--- config.mk ---
export PLATFORM = sky130hd
export DESIGN_NAME = port_alloc_rr
export DESIGN_NICKNAME = d
export VERILOG_FILES = /design/src/rtl/port_alloc_rr.sv
export SDC_FILE = /design/constraint.sdc
export NUM_CORES = 1
export LEC_CHECK = 0
export CORE_ASPECT_RATIO = 1.1
export CORE_MARGIN = 2
export CORE_UTILIZATION = 62
export CTS_CLUSTER_DIAMETER = 100
export DETAILED_ROUTE_END_ITERATION = 6
export GPL_TIMING_DRIVEN = 0
export PLACE_DENSITY = 0.89
export SETUP_SLACK_MARGIN = 0.02
export SYNTH_ARGS = -nofsm -noshare
export SYNTH_HDL_FRONTEND = slang
export SYNTH_SLANG_ARGS = --single-unit
export TNS_END_PERCENT = 10
--- constraint.sdc ---
create_clock -name clk -period 7.6 [get_ports clk]
set_input_delay 1.9 -clock clk [delete_from_list [all_inputs] [get_ports clk]]
set_output_delay 1.9 -clock clk [all_outputs]
set_load 0.005 [all_outputs]
--- src/rtl/port_alloc_rr.sv ---
// port_alloc_rr: five-port round-robin output allocator.
//
// Each input presents at most one routed flit request. Each output grants at
// most one input per cycle, scanning from a per-output round-robin pointer.
// The grant is combinational. The crossbar select and valid are registered, so
// they configure the switch stage for the following cycle. Per-input wait
// counters flag requesters that have gone unserved for too long.
//
// Ports:
//   clk        rising-edge clock
//   rst        synchronous active-high reset
//   req_valid  per-input request valid
//   req_dir    per-input requested output, SELW bits per input
//   out_en     per-output downstream ready
//   grant      per-input grant (combinational), flit consumed at next edge
//   out_sel    per-output driving input index, all ones when idle (registered)
//   out_valid  per-output flit present (registered)
//   starve     per-input starvation flag (registered)
//   dir_err    sticky flag for a valid request to a nonexistent output
module port_alloc_rr #(
  parameter int unsigned NPORT        = 5,
  parameter int unsigned SELW         = 3,
  parameter int unsigned STARVE_LIMIT = 8
) (
  input  logic                  clk,
  input  logic                  rst,
  input  logic [NPORT-1:0]      req_valid,
  input  logic [NPORT*SELW-1:0] req_dir,
  input  logic [NPORT-1:0]      out_en,
  output logic [NPORT-1:0]      grant,
  output logic [NPORT*SELW-1:0] out_sel,
  output logic [NPORT-1:0]      out_valid,
  output logic [NPORT-1:0]      starve,
  output logic                  dir_err
);

  localparam logic [SELW-1:0] SelNone = '1;
  localparam int unsigned     WcntW   = 4;
  localparam logic [WcntW-1:0] WcntMax = '1;

  logic [SELW-1:0]       dir       [NPORT];
  logic [SELW-1:0]       ptr_q     [NPORT];
  logic [SELW-1:0]       ptr_d     [NPORT];
  logic [SELW-1:0]       win_idx   [NPORT];
  logic [NPORT-1:0]      win_found;
  logic [WcntW-1:0]      wcnt_q    [NPORT];
  logic [WcntW-1:0]      wcnt_d    [NPORT];
  logic [NPORT*SELW-1:0] out_sel_q, out_sel_d;
  logic [NPORT-1:0]      out_valid_q;
  logic [NPORT-1:0]      starve_q, starve_d;
  logic                  dir_err_q, dir_err_d;

  always_comb begin
    for (int i = 0; i < NPORT; i++) begin
      dir[i] = req_dir[i*SELW +: SELW];
    end
  end

  // Round-robin arbitration: first candidate at or after ptr, wrapping mod NPORT.
  always_comb begin
    int idx;
    idx = 0;
    for (int o = 0; o < NPORT; o++) begin
      win_found[o] = 1'b0;
      win_idx[o]   = SelNone;
      for (int k = 0; k < NPORT; k++) begin
        idx = int'(ptr_q[o]) + k;
        if (idx >= int'(NPORT)) begin
          idx = idx - int'(NPORT);
        end
        if (!win_found[o] && out_en[o] && req_valid[idx] && (dir[idx] == SELW'(o))) begin
          win_found[o] = 1'b1;
          win_idx[o]   = SELW'(idx);
        end
      end
    end
  end

  // An input requests a single output, so at most one output can name it.
  always_comb begin
    grant = '0;
    for (int i = 0; i < NPORT; i++) begin
      for (int o = 0; o < NPORT; o++) begin
        if (win_found[o] && (win_idx[o] == SELW'(i))) begin
          grant[i] = 1'b1;
        end
      end
    end
    if (rst) begin
      grant = '0;
    end
  end

  always_comb begin
    out_sel_d = '1;
    for (int o = 0; o < NPORT; o++) begin
      ptr_d[o] = ptr_q[o];
      if (win_found[o]) begin
        ptr_d[o] = (32'(win_idx[o]) == NPORT - 1) ? '0 : win_idx[o] + 1'b1;
        out_sel_d[o*SELW +: SELW] = win_idx[o];
      end
    end
  end

  // Invalid-direction requests are never granted, so their counters keep running.
  always_comb begin
    dir_err_d = dir_err_q;
    starve_d  = '0;
    for (int i = 0; i < NPORT; i++) begin
      if (!req_valid[i] || grant[i]) begin
        wcnt_d[i] = '0;
      end else if (wcnt_q[i] == WcntMax) begin
        wcnt_d[i] = wcnt_q[i];
      end else begin
        wcnt_d[i] = wcnt_q[i] + 1'b1;
      end
      starve_d[i] = (32'(wcnt_d[i]) >= STARVE_LIMIT);
      if (req_valid[i] && (32'(dir[i]) >= NPORT)) begin
        dir_err_d = 1'b1;
      end
    end
  end

  always_ff @(posedge clk) begin
    if (rst) begin
      for (int i = 0; i < NPORT; i++) begin
        ptr_q[i]  <= '0;
        wcnt_q[i] <= '0;
      end
      out_sel_q   <= '1;
      out_valid_q <= '0;
      starve_q    <= '0;
      dir_err_q   <= 1'b0;
    end else begin
      for (int i = 0; i < NPORT; i++) begin
        ptr_q[i]  <= ptr_d[i];
        wcnt_q[i] <= wcnt_d[i];
      end
      out_sel_q   <= out_sel_d;
      out_valid_q <= win_found;
      starve_q    <= starve_d;
      dir_err_q   <= dir_err_d;
    end
  end

  assign out_sel   = out_sel_q;
  assign out_valid = out_valid_q;
  assign starve    = starve_q;
  assign dir_err   = dir_err_q;

endmodule

==> results.txt <==
Status = finished with violations
Violated checks = design-rule violations
Top cells by area = dfxtp_1 (14%), ha_1 (13%), mux2i_1 (8.0%)
Top Usage Layer GRT = met2
Die ar. = 14,760 µm²
Met2 usage = 60.68%
Area after DPL = 9316 µm²
Met1 Usage GRT = 45.45%
Distinct cells, synth = 96
Post-Syn Area = 8561 µm²
Vias in the first global route = 9,275
Avg Inst Size Synth = 7.705 µm²
Tool Warnings = 88
Initial antenna violation count = 1
Core area = 13,630 µm²
Prevailing post-synth register cell = dfxtp_1
Count of final setup violators = 0
CP Max Fanout = 9
Placed insts = 1,351
Fin crit period = 7.585 ns
Least-Margin Pin Slew = 0.7481 ns
Clock sink count = 58
Hold Fails Final Rpt = 0
Flops after synth = 58
Synth area leader = dfxtp_1
First-pass GRT wire length = 44.79 mm
Die Ht = 127.2 µm
Final nets = 1,334
DR DRC count = 2
# hold bufs at CTS = 0
Post-synth net total = 1,228
Worst r2r src = ptr_q[0][9]
Worst-case clock buffer depth = 2
Slew Limit Headroom = 49.60%
Max Slew Vio Count = 0
GP Congestion = 0.9797
R2r setup slk = 2.18 ns
Maxcap violations = 0
CP Capture Type = primary output
[worst max-delay path, cell delays in order]
cell           delay (ns)
clkbuf_2             0.21
or4b_4               0.65
mux2i_4              0.20
nand3_2              0.14
a311oi_4             0.37
and3b_2              0.29
a221oi_2             0.27
a21o_1               0.19
mux2i_2              0.11
o21ai_4              0.21
inv_2                0.08
ha_4                 0.18
inv_2                0.07
o32ai_4              0.11
a31o_4               0.24
o21ba_2              0.20
dlygate4sd2_1        0.26
[timing repair]
| action | in CTS | in global routing |
|---|---|---|
| resized | 122 | 66 |
| buffers inserted | 32 | 15 |
| endpoints found under the setup margin | 5 | 5 |
| pin swaps | 20 | 17 |
[metal layers]
metal  vias up  wire, µm
met5         -         0
met4         0      1886
met3       211      3384
met2       788     13500
met1      4562     11060
li1       4390         -
[registers in the layout (all words and copies together), names as in the netlist]
| signal | count |
|---|---|
| wcnt_q | 17 |
| out_sel | 15 |
| ptr_q | 15 |
| out_valid | 5 |
| starve | 5 |
| dir_err | 1 |
[layout by cell type, fill, tap and decap left out, types with 9 or more instances in the layout]
cell type        instances
mux2_2                  13
buf_4                   52
inv_1                   52
xor2_1                  12
nor3b_1                  9
o21a_1                  10
clkbuf_1                23
nand3b_1                12
o211ai_1                13
dfxtp_1                 57
clkbuf_16                9
o21ai_0                 41
nor4_1                  15
a211oi_1                19
ha_1                    89
nand3_1                 26
a21o_1                   9
and2_1                  22
clkdlybuf4s50_1         29
a31oi_1                 10
and3_1                  18
o22ai_1                 11
nand2b_1                27
dlymetal6s2s_1           9
clkbuf_2                10
mux2i_1                 65
nand2_1                 78
o31a_1                   9
xnor2_1                 18
buf_2                   11
a22oi_1                 10
a21oi_1                 50
nor2_1                  87
nor3_1                  26
nor2b_1                 23
[cell families (layout without fill, tap and decap cells)]
| logic type | after synthesis | after routing | share of synthesized area, % |
|---|---|---|---|
| xor gates and xnor gates | 30 | 30 | 3.069 |
| and+or+nand+nor | 425 | 425 | 27.61 |
| buffers and inverters | 113 | 224 | 5.510 |
| AOI/OAI and AO/OA | 310 | 310 | 26.51 |
| DFF | 58 | 58 | 13.56 |
| other | 0 | 1 | 0 |
| muxes | 85 | 85 | 10.58 |
| adders and majority gates | 90 | 90 | 13.15 |
[layout make-up]
cell class                 count  area [µm²]  area share (%)
clock inverter                 4       73.82          0.6914
clock buffer                  12       256.5           2.402
sequential                    58        1162           10.89
buffer                        52       314.1           2.942
multi-input combinational    940        7546           70.68
timing repair buffer          99       868.3           8.133
antenna                        1       2.502         0.02344
tap                          188       235.2           2.203
inverter                      57       217.7           2.039
[worst min path at each step]
stage | to | start | slack [ns]
final | wcnt_q[0][14] | wcnt_q[0][15] | 0.53
after global placement | wcnt_q[0][14] | wcnt_q[0][15] | 0.52
after CTS | wcnt_q[0][14] | wcnt_q[0][15] | 0.53
after global routing | wcnt_q[0][14] | wcnt_q[0][15] | 0.57
after detailed placement | wcnt_q[0][14] | wcnt_q[0][15] | 0.53
after floorplan | dir_err | dir_err | 0.47
[power by group]
group	total [mW]	switching [mW]	internal (mW)	leakage, nW
registers	0.447	0.0763	0.371	0.473
clock network	0.448	0.143	0.304	0.163
logic	3.31	1.97	1.34	4.02
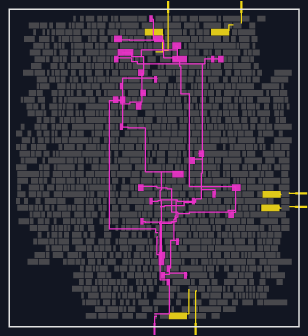
Fig. 1. I/O nets highlighted.
[yellow] out_valid | direction: output | end cells: 5 | buffers: 5 | wire: 70.8 µm
[magenta] rst | direction: input | end cells: 36 | buffers: 4 | wire: 729 µm
Port Buf Inserts: 52
I/O Pins: 58

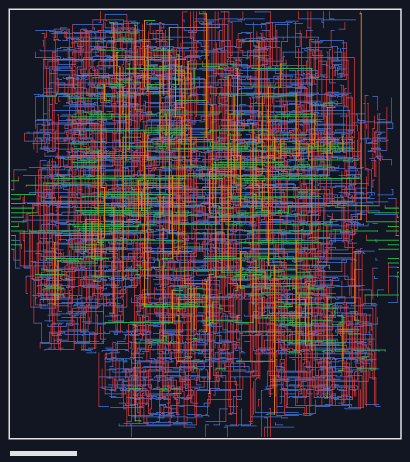
Fig. 2. Metal layers overlaid.
Scale bar: 20 µm.
[blue] met1 | wire length: 11,100 µm
[orange] met4 | wire length: 1,890 µm
[green] met3 | wire length: 3,380 µm
[red] met2 | wire length: 13,500 µm
vias: 9,951
wire length per cell: 21.14 µm
overall global routing resource usage: 37.37%

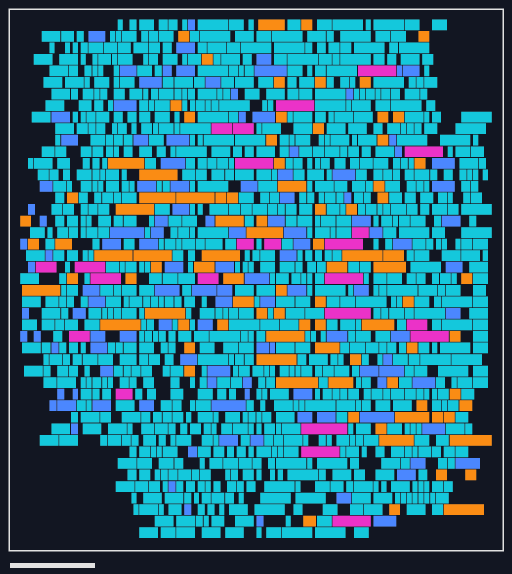
Fig. 3. Cell sizes after repair.
Scale bar: 20 µm.
[blue] drive 2 | cells: 119
[orange] drive 3 to 4 | cells: 91
[magenta] drive 6 and up | cells: 23
[cyan] drive 1 or less | cells: 989
post-route setup slack: 0.01503 ns
Signal buffers: 151
Syn-to-layout area delta: 24.72%

Power and IR drop assume default switching activity.
